**Run 1: clock wires, drivers and flops**

The bar under the picture is 20 µm long.
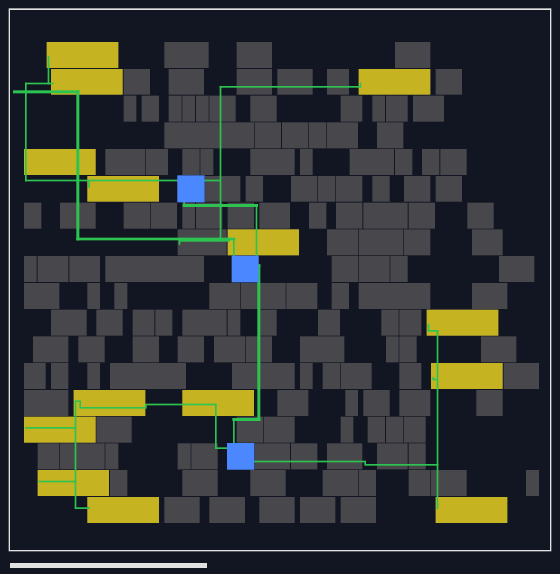
**Run 1: I/O nets highlighted**

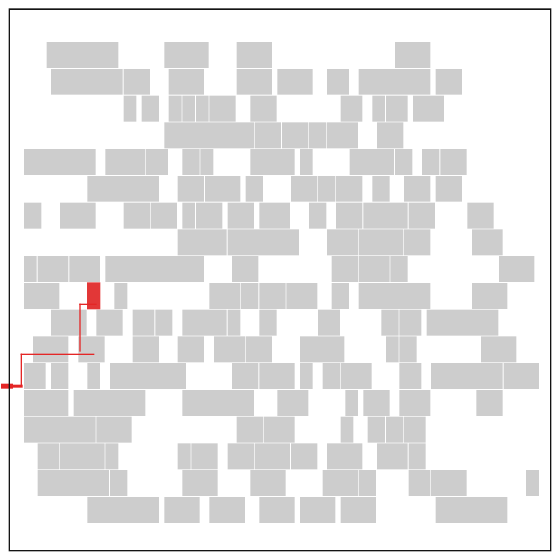
**Run 1: wiring by layer**

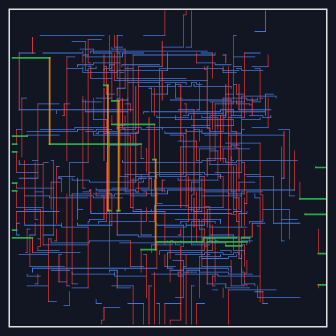
**Run 1: logic cells by family**

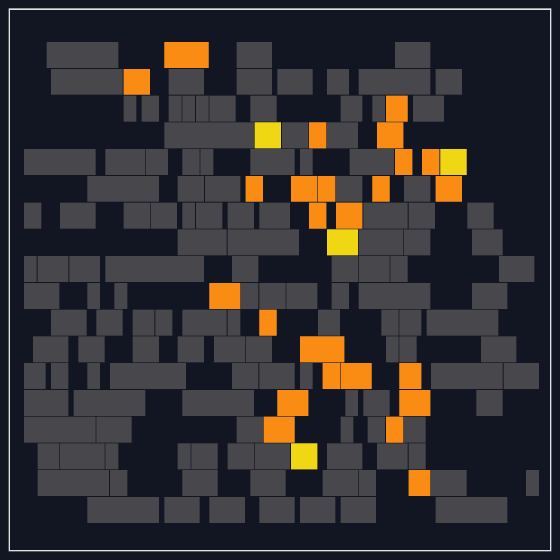
==> config.mk <==
export PLATFORM = sky130hd
export DESIGN_NAME = range_counter
export DESIGN_NICKNAME = d
export VERILOG_FILES = /design/src/rtl/range_counter.sv
export SDC_FILE = /design/constraint.sdc
export NUM_CORES = 1
export LEC_CHECK = 0
export CAP_MARGIN = 20
export CORE_UTILIZATION = 35
export DETAILED_ROUTE_END_ITERATION = 10
export SLEW_MARGIN = 20
export SYNTH_ARGS = -nofsm -noshare
export SYNTH_HDL_FRONTEND = slang
export SYNTH_SLANG_ARGS = --single-unit
export TNS_END_PERCENT = 100
==> constraint.sdc <==
create_clock -name clk -period 2.2 [get_ports clk]
set_input_delay 0.44 -clock clk [delete_from_list [all_inputs] [get_ports clk]]
set_output_delay 0.44 -clock clk [all_outputs]
set_load 0.02 [all_outputs]
==> src/rtl/range_counter.sv <==
// Bounded MIN_VAL..MAX_VAL up/down counter with wrap, clamped load, terminal count; 1 clk latency.
// Define RANGE_CNT_SATURATE_EN to hold at the bounds (sets sat) instead of wrapping.
module range_counter #(
  parameter int WIDTH   = 8,
  parameter int MIN_VAL = 18,
  parameter int MAX_VAL = 27,
  parameter int WRAP_W  = 4
) (
  input  logic              clk,
  input  logic              rst,
  input  logic              en,
  input  logic              up,
  input  logic              load,
  input  logic [WIDTH-1:0]  load_val,
  output logic [WIDTH-1:0]  count,
  output logic              tc,
  output logic              wrap,
  output logic [WRAP_W-1:0] wrap_cnt,
  output logic              load_err,
  output logic              sat
);

  localparam logic [WIDTH-1:0] MIN_V = MIN_VAL[WIDTH-1:0];
  localparam logic [WIDTH-1:0] MAX_V = MAX_VAL[WIDTH-1:0];

  if (!(MIN_VAL >= 0 && MIN_VAL < MAX_VAL && (WIDTH >= 31 || MAX_VAL < (1 << WIDTH)))) begin : g_param_check
    $error("range_counter: require 0 <= MIN_VAL < MAX_VAL < 2**WIDTH");
  end

  logic [WIDTH-1:0] count_nxt;
  logic             wrap_nxt;
  logic             err_nxt;
  logic             hold_nxt;
  logic             at_bound;

  assign at_bound = up ? (count == MAX_V) : (count == MIN_V);
  assign tc       = en & at_bound;

  always_comb begin
    count_nxt = count;
    wrap_nxt  = 1'b0;
    err_nxt   = 1'b0;
    hold_nxt  = 1'b0;
    if (load) begin
      if (load_val < MIN_V) begin
        count_nxt = MIN_V;
        err_nxt   = 1'b1;
      end else if (load_val > MAX_V) begin
        count_nxt = MAX_V;
        err_nxt   = 1'b1;
      end else begin
        count_nxt = load_val;
      end
    end else if (en) begin
      if (at_bound) begin
`ifdef RANGE_CNT_SATURATE_EN
        hold_nxt  = 1'b1;
`else
        count_nxt = up ? MIN_V : MAX_V;
        wrap_nxt  = 1'b1;
`endif
      end else begin
        count_nxt = up ? count + WIDTH'(1) : count - WIDTH'(1);
      end
    end
  end

  always_ff @(posedge clk) begin
    if (rst) begin
      count    <= MIN_V;
      wrap     <= 1'b0;
      wrap_cnt <= '0;
      load_err <= 1'b0;
    end else begin
      count    <= count_nxt;
      wrap     <= wrap_nxt;
      wrap_cnt <= wrap_cnt + WRAP_W'(wrap_nxt);
      load_err <= err_nxt;
    end
  end

`ifdef RANGE_CNT_SATURATE_EN
  // sat reflects the last edge: set when en held the count at a bound, cleared otherwise
  always_ff @(posedge clk) begin
    if (rst) sat <= 1'b0;
    else     sat <= hold_nxt;
  end
`else
  assign sat = 1'b0;
  logic unused_hold;
  assign unused_hold = hold_nxt;
`endif

endmodule
==> run summary, run 1 <==
Die span in y - 54.9 µm
Worst Path Arrival - 2.28 ns
Pwr Total - 0.827 mW
Fillers - 243
Yosys Instances - 115
Clock sinks - 14
Maxcap violations - 0
Tap cells - 30
Tool Warnings - 27
Power Dens Cells - 551 nW/µm²
Worst setup EP type - flip-flop
Drt initial violations - 23
Status - finished clean
Post-DP HPWL - 2140 µm
Adder-cell share of the synthesized area - 12.3%
Comb pwr share - 42.4%
Psw - 0.273 mW
#FFs+latches synth - 14
Layout Area Growth over Synthesis - 53.1%
Fin crit period - 2.10 ns
Maximum VDD drop - 0.000427 V
Mux cell area share - 2.17%
Synth warn - 0
Hold path depth - 2
Pleak - 0.619 nW
Postcts setup bufs - 0
Non-clk buf share - 28.5%
FFs & Latches - 14
Worst Reg-to-Reg Cells - 7
Routed vias/inst - 5.28
Largest class - combinational gates
Logic family by area - simple AND/OR/NAND/NOR gates
GRT overflow - 0
Sequential power share - 34.1%
# rows - 18
Post-synthesis sequential area ratio - 28.6%
Total CTS buffers - 3
MI comb cells - 93
Critical-path maximum fanout - 8
Core Area - 2570 µm²
Critical path class - in -> reg
Clock Latency Late Sink - 0.29 ns
GPL Wtd Cong - 0.807
Most frequent logic cell in the layout - clkdlybuf4s50_1
Clock transition at the registers of the reported paths - 0.09 ns
Back to the opening pictures, 'clock wires, drivers and flops':
[green] clock wires | length: 232 µm
[blue] clock-net drivers | count: 3
[yellow] flip-flops | count: 14
flops lie: widely spread
routed clock nets: 4

Back to the opening pictures, 'I/O nets highlighted':
| color | port | bits | direction | edge | end cells | buffers | wire |
|---|---|---|---|---|---|---|---|
| red | tc | 1 | output | left | 1 | 1 | 17.6 µm |

Back to the opening pictures, 'wiring by layer':
| color | layer | wire length |
|---|---|---|
| orange | M4 | 71.4 µm |
| red | M2 | 1330 µm |
| green | M3 | 81.4 µm |
| blue | M1 | 1340 µm |

Back to the opening pictures, 'logic cells by family':
| color | family | cells | most used |
|---|---|---|---|
| yellow | non-inverting ao/oa cells | 4 | o21a_1 |
| orange | aoi and oai cells | 25 | a21oi_1 |

[run 1: cells in the mapped netlist]
library cell / instances / area (µm²)
nand2_1: 9 / 33.8
buf_4: 1 / 7.51
mux2_2: 1 / 11.3
a31oi_1: 1 / 6.26
o21ai_0: 2 / 10.0
nor3_1: 10 / 50.1
nand3_1: 3 / 15.0
dfxtp_1: 14 / 280
or2b_2: 1 / 8.76
a21boi_0: 1 / 7.51
ha_1: 8 / 100
a2111oi_0: 1 / 8.76
o32ai_1: 1 / 8.76
or4b_1: 1 / 10.0
nor4_1: 1 / 6.26
a32oi_1: 1 / 8.76
o221ai_1: 1 / 8.76
nand3b_1: 1 / 7.51
clkbuf_1: 3 / 11.3
inv_1: 4 / 15.0
o211ai_1: 2 / 15.0
mux2i_1: 1 / 10.0
o21a_1: 2 / 15.0
a21o_2: 1 / 8.76
and2_1: 1 / 6.26
o22ai_1: 2 / 12.5
fa_1: 1 / 20.0
conb_1: 1 / 3.75
xor2_1: 4 / 35.0
o21bai_1: 1 / 7.51
o211ai_2: 1 / 12.5
nor2_1: 7 / 26.3
nand2b_1: 4 / 25.0
xnor2_1: 5 / 43.8
a21o_1: 1 / 7.51
nor4_4: 1 / 21.3
a311oi_1: 1 / 8.76
nor2b_1: 2 / 12.5
nand4bb_1: 1 / 11.3
a211oi_1: 2 / 15.0
or3_1: 1 / 6.26
a21oi_1: 8 / 40.0
[run 1: kinds of logic after synthesis]
family / Yosys count
multiplexers: 2
XOR/XNOR: 9
buffers and inverters: 8
other: 1
adder cells (fa/ha/maj): 9
flip-flops: 14
AND/OR/NAND/NOR: 43
AND-OR/OR-AND: 29
[run 1: layer usage]
| metal | part of all wire (%) | global-route usage [%] | up-vias |
|---|---|---|---|
| met3 | 2.9 | 3.28 | 8 |
| li1 | - | - | 516 |
| met4 | 2.5 | 11.7 | 0 |
| met2 | 47 | 34.3 | 31 |
| met5 | 0 | 0 | - |
| met1 | 47 | 28.4 | 469 |
[run 1: stage by stage]
stage / std cells / instance area [µm²]
2_1_floorplan: 115 / 1010
3_3_place_gp: 190 / 1470
3_5_place_dp: 190 / 1470
4_1_cts: 194 / 1510
5_1_grt: 194 / 1500
6_report: 194 / 1500
[run 1: worst max-delay path, cell delays in order]
cell and delay, ns:
clkbuf_2 0.12, clkinvlp_4 0.11, buf_4 0.18, ha_1 0.33
a211oi_2 0.23, o211ai_1 0.11, a21oi_1 0.18, mux2i_1 0.23
mux2_2 0.34
[run 1: power groups by stage]
stage	Combinational (mW)	Sequential, mW	Clock [mW]
after global routing	0.382	0.284	0.212
after floorplan	0.173	0.307	0
after detailed placement	0.346	0.288	0
final	0.351	0.282	0.194
after CTS	0.349	0.282	0.202
after global placement	0.341	0.287	0
[run 1: final timing paths]
kind | to | start
worst max-delay path | count[7] | up
worst min-delay path | count[5] | count[5]
worst max register to register | count[7] | count[1]
worst min register to register | count[5] | count[5]
[run 1: repair_timing]
action	in CTS	in global routing
hold endpoints to repair	0	0
pin swaps	1	3
resized	8	1
endpoints found under the setup margin	9	7
[run 1: registers in the layout, summed over array words and instances (netlist names)]
| register | flops |
|---|---|
| count | 8 |
| wrap | 1 |
| wrap_cnt | 4 |
| load_err | 1 |
==> inputs of run 2 (changes only) <==
--- a/config.mk
+++ b/config.mk
@@ -8,7 +8,7 @@
 export CAP_MARGIN = 20
 export CORE_UTILIZATION = 35
 export DETAILED_ROUTE_END_ITERATION = 10
-export SLEW_MARGIN = 20
+export SLEW_MARGIN = 25
 export SYNTH_ARGS = -nofsm -noshare
 export SYNTH_HDL_FRONTEND = slang
 export SYNTH_SLANG_ARGS = --single-unit
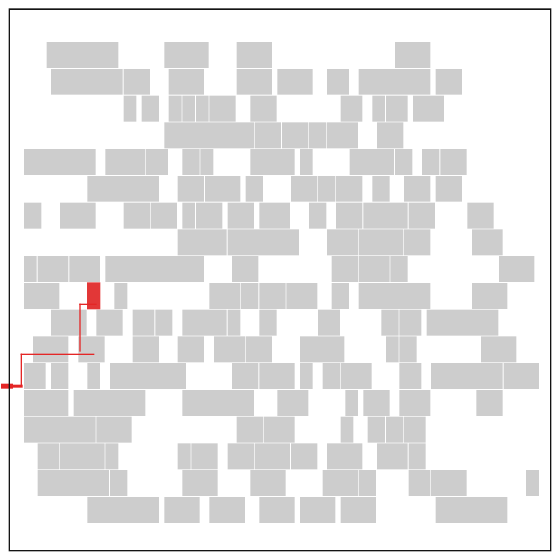
**Above:** run 2 (I/O nets highlighted).
| color | port | bits | direction | edge | end cells | buffers | wire |
|---|---|---|---|---|---|---|---|
| red | tc | 1 | output | left | 1 | 1 | 17.6 µm |

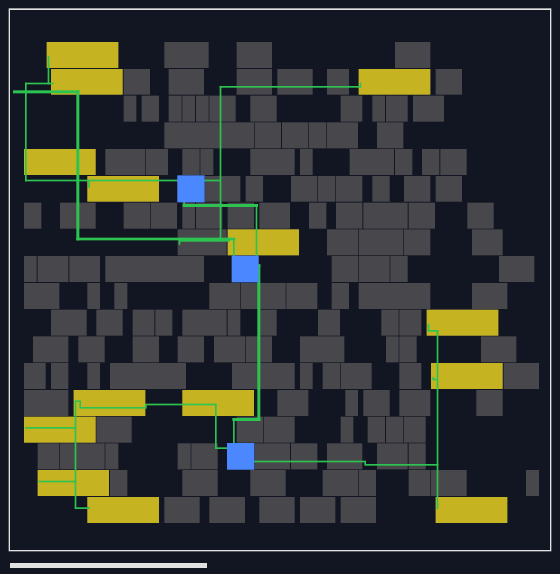
**Above:** run 2 (clock wires, drivers and flops).
The bar under the picture is 20 µm long.
[yellow] flip-flops | count: 14
[green] clock wires | length: 232 µm
[blue] clock-net drivers | count: 3
routed clock nets: 4
flops lie: widely spread

==> run summary, run 2 <==
Status - finished clean
Drt initial violations - 23
Worst Path Arrival - 2.28 ns
Clock transition at the registers of the reported paths - 0.09 ns
Critical-path maximum fanout - 8
Post-synthesis sequential area ratio - 28.6%
Layout Area Growth over Synthesis - 53.1%
Most common library cells after synthesis - 14 x dfxtp_1, 10 x nor3_1, 9 x nand2_1
Synth warn - 0
Reg-to-reg endpoint - count[7]
Worst setup EP type - flip-flop
Power Dens Cells - 551 nW/µm²
Logic family by area - simple AND/OR/NAND/NOR gates
Design area - 1500 µm²
Post-Place Cell Area - 1470 µm²
Fillers - 243
Clock sinks - 14
Most frequent cell after synthesis - dfxtp_1
Total CTS buffers - 3
Mux cell area share - 2.17%
Yosys Instances - 115
Core Area - 2570 µm²
Clock Latency Late Sink - 0.29 ns
Adder-cell share of the synthesized area - 12.3%
#FFs+latches synth - 14
Pleak - 0.619 nW
Slowest cell on crit path - mux2_2
Largest Register - count
Hold endpoint - count[5]
Synth area leader - dfxtp_1
Post-DP HPWL - 2140 µm
Non-filler instance count after layout - 194
Top cells by area - dfxtp_1 29%, ha_1 10%, nor3_1 5.1%
# rows - 18
GPL Wtd Cong - 0.807
Tool Warnings - 27
Flip-flops with a built-in enable - 0
CP cell instances - clkbuf_2, clkinvlp_4, buf_4, ha_1, a211oi_2, o211ai_1, a21oi_1, mux2i_1, mux2_2
Largest registers - count x8, wrap_cnt x4
Die span in y - 54.9 µm
GRT overflow - 0
Maximum VDD drop - 0.000427 V
Fin crit period - 2.10 ns
-- run 2: layout make-up --
class | count | area [µm²] | area share (%)
multi-input cells | 93 | 699 | 46.6
inverters | 4 | 18.8 | 1.25
well taps | 30 | 37.5 | 2.50
flip-flops and latches | 14 | 280 | 18.7
repair buffers | 49 | 428 | 28.5
clock buffers | 4 | 36.3 | 2.42
-- run 2: kinds of logic (layout without fill, tap and decap cells) --
logic type,count (synthesis),count (layout)
adder cells (fa/ha/maj),9,9
AND/OR/NAND/NOR,43,43
other,1,1
flip-flops,14,14
AND-OR/OR-AND,29,29
buffers and inverters,8,57
XOR/XNOR,9,9
multiplexers,2,2
-- run 2: worst max path at each step --
| stage | to | slack (ns) | cells past startpoint |
|---|---|---|---|
| after floorplan | wrap_cnt[1] | -0.03 | 9 |
| after global placement | tc | -0.73 | 8 |
| after detailed placement | tc | -0.77 | 8 |
| after CTS | tc | 0.0007 | 8 |
| after global routing | count[7] | 0.02 | 9 |
| final | count[7] | 0.10 | 9 |
-- run 2: layer usage --
metal,GRT usage [%],up-vias,routed length [µm]
li1,-,516,-
met1,28.4,469,1340
met3,3.28,8,81
met4,11.7,0,71
met2,34.3,31,1330
met5,0,-,0
-- run 2: where the power goes --
group / leakage, nW / switching [mW] / internal [mW]
Combinational: 0.483 / 0.166 / 0.185
Sequential: 0.114 / 0.0138 / 0.268
Clock: 0.0210 / 0.0935 / 0.101
-- run 2: timing repair --
item	CTS	global route
resized	8	1
pin swaps	1	3
endpoints found under the setup margin	9	7
buffers inserted	0	0
-- run 2: worst max-delay path: cells and delay by family --
family	cells	cell delay [ns]
fa+ha+maj	1	0.33
buf+inv	3	0.41
mux	2	0.57
compound gates	3	0.52
Power is estimated from default activity; no workload was simulated.
